**Sequential cells grouped by signal name**

Drawn at 2 px/um. Other sequential cells in the stronger gray, the rest of the logic in the fainter gray.
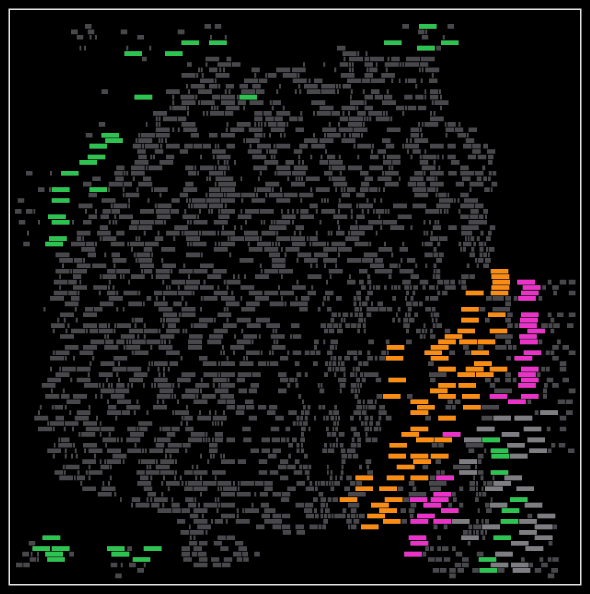
**Met3 routing**

Drawn at 1 px/um.
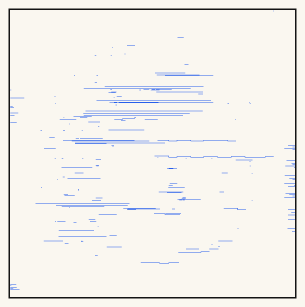
**Cell placement**

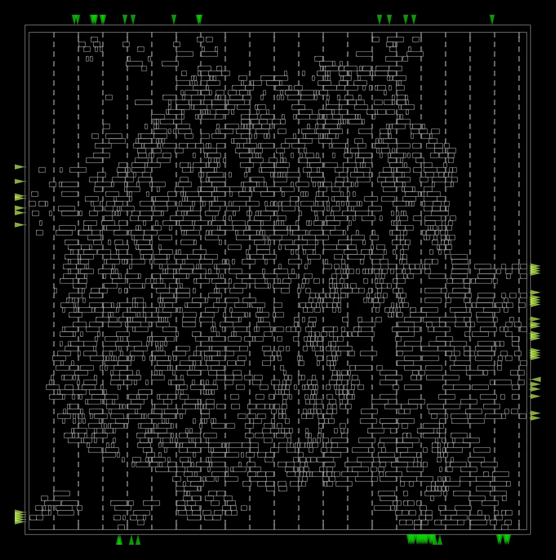
**Cell classes on the final placement**

Drawn at 1 px/um.
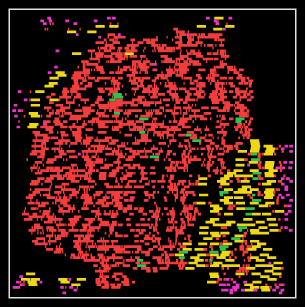
==> config.mk <==
export PLATFORM = sky130hd
export DESIGN_NAME = proj_hasher
export DESIGN_NICKNAME = d
export VERILOG_FILES = /design/src/rtl/proj_pkg.sv /design/src/rtl/proj_hash_pipe.sv /design/src/rtl/proj_hasher.sv
export SDC_FILE = /design/constraint.sdc
export NUM_CORES = 2
export LEC_CHECK = 0
export CAP_MARGIN = 20
export CORE_AREA = 2 2 283 285
export DETAILED_ROUTE_END_ITERATION = 10
export DIE_AREA = 0 0 285 287
export PLACE_DENSITY_LB_ADDON = 0.15
export SLEW_MARGIN = 10
export SYNTH_ARGS = -nofsm -noshare
export SYNTH_HDL_FRONTEND = slang
export SYNTH_SLANG_ARGS = --single-unit
==> constraint.sdc <==
create_clock -name in_clk -period 8.25 [get_ports in_clk]
set_input_delay 1.65 -clock in_clk [delete_from_list [all_inputs] [get_ports in_clk]]
set_output_delay 1.65 -clock in_clk [all_outputs]
set_load 0.03 [all_outputs]
==> impl_metrics.xml <==
<?xml version="1.0" encoding="UTF-8"?>
<metrics>
  <group name="setup_path">
    <metric name="setup.reg_to_reg.worst_slack" unit="ns">0.90</metric>
    <metric name="crit_family" unit="">adder cells</metric>
    <metric name="timing.critical_path.to_type" unit="">register</metric>
    <metric name="critical-path-top-cell-by-count" unit="">sky130_fd_sc_hd__fa_1</metric>
    <metric name="timing_worst_setup_path_type" unit="">reg2reg</metric>
  </group>
  <group name="grt">
    <metric name="grt-ovfl-total" unit="">0</metric>
    <metric name="grt_max_degree" unit="">121</metric>
    <metric name="antenna_found_initial" unit="">0</metric>
  </group>
  <group name="layout">
    <metric name="max_reg_flops" unit="">61</metric>
    <metric name="layout-drive-gt1-share" unit="%">3.07</metric>
  </group>
  <group name="synth">
    <metric name="yosys.area.top_type_share" unit="%">38.6</metric>
  </group>
  <group name="run_status">
    <metric name="run_status" unit="">finished, final reports clean</metric>
  </group>
  <group name="placement">
    <metric name="detailedPlacementHpwl" unit="mm">62.6</metric>
  </group>
  <group name="clock_tree">
    <metric name="cts_htree_levels" unit="">4</metric>
    <metric name="post_cts_resize_count" unit="">0</metric>
    <metric name="tritoncts" unit="">yes</metric>
  </group>
  <group name="timing">
    <metric name="finalSetupViolations" unit="">0</metric>
    <metric name="rsz_0062_raised_after_global_routing" unit="">false</metric>
    <metric name="tns" unit="ns">0</metric>
    <metric name="fin_crit" unit="ns">7.35</metric>
  </group>
  <group name="hold_path">
    <metric name="hold_path.class" unit="">reg2reg</metric>
  </group>
  <group name="die">
    <metric name="die_y" unit="um">287</metric>
    <metric name="chip_area" unit="um^2">81800</metric>
  </group>
</metrics>
-- 'sequential cells grouped by signal name' (at the start) --
Key: `u_pipe.sig_o` = magenta [sequential cells 32]; `u_pipe.s1_q` = green [sequential cells 42, where spread over the die]; `u_pipe.p_in` = orange [sequential cells 61]
Another 33 sequential cells are not colored.
flop share of the area: 16.1%
sequential cell area: 4200 um^2

-- 'met3 routing' (at the start) --
The layer holds 4.0% of the routed length. The layer carries 2780 um of wire.
total number of vias: 14.5k
global routing met3 resource utilization: 3.07%
Routed WL: 70.3 mm

-- 'cell placement' (at the start) --
Seq cells: 168
num rows: 103

-- 'cell classes on the final placement' (at the start) --
Key: flops = yellow [cells 168]; combinational and other logic = red [cells 1987]; other buffers and delay cells = magenta [cells 90]; clock drivers and dummy loads = green [cells 32]
core box area: 78600 um^2
post-layout utilization of the core: 33.3%

synthesized netlist by cell type (all sizes together), types with 2 or more instances:
cell type / instances
a211o: 2
o21bai: 8
o2111ai: 2
a31oi: 11
o21ai: 32
a21boi: 9
nor3: 7
xor2: 53
o211ai: 3
nor2b: 8
xnor2: 43
a31o: 4
a211oi: 5
fa: 452
nand2: 48
nor2: 37
o22ai: 3
o21a: 9
clkbuf: 15
buf: 5
o211a: 2
nand4: 21
and2: 16
a21oi: 65
ha: 328
o31ai: 4
a41oi: 3
dfrtp: 168
or3: 2
nand3: 10
nand2b: 35
and3: 7
nor4: 4
a21o: 36
and4: 5
inv: 698
or2: 3
metal layers:
layer,wire length (um),track usage (%),vias to the layer above
met5,0,0,-
met4,2350,6.28,0
met3,2780,3.07,82
met2,33600,29.4,255
met1,31600,23.3,7448
li1,-,-,6725
cell type report:
type	instances	area, um^2	area share (%)
clock buffer	17	425	1.63
timing repair buffer	90	871	3.33
sequential	168	4200	16.1
tap	1050	1310	5.02
clock inverter	15	214	0.818
multi-input combinational	1289	16500	63.1
inverter	698	2630	10.0
per-stage QoR:
| stage | utilization, % | hold WS [ns] |
|---|---|---|
| after floorplan | - | 0.331 |
| after global placement | 32.5 | 0.333 |
| after detailed placement | 32.5 | 0.335 |
| after CTS | 33.3 | 0.343 |
| after global routing | 33.3 | 0.347 |
| final | 33.3 | 0.344 |
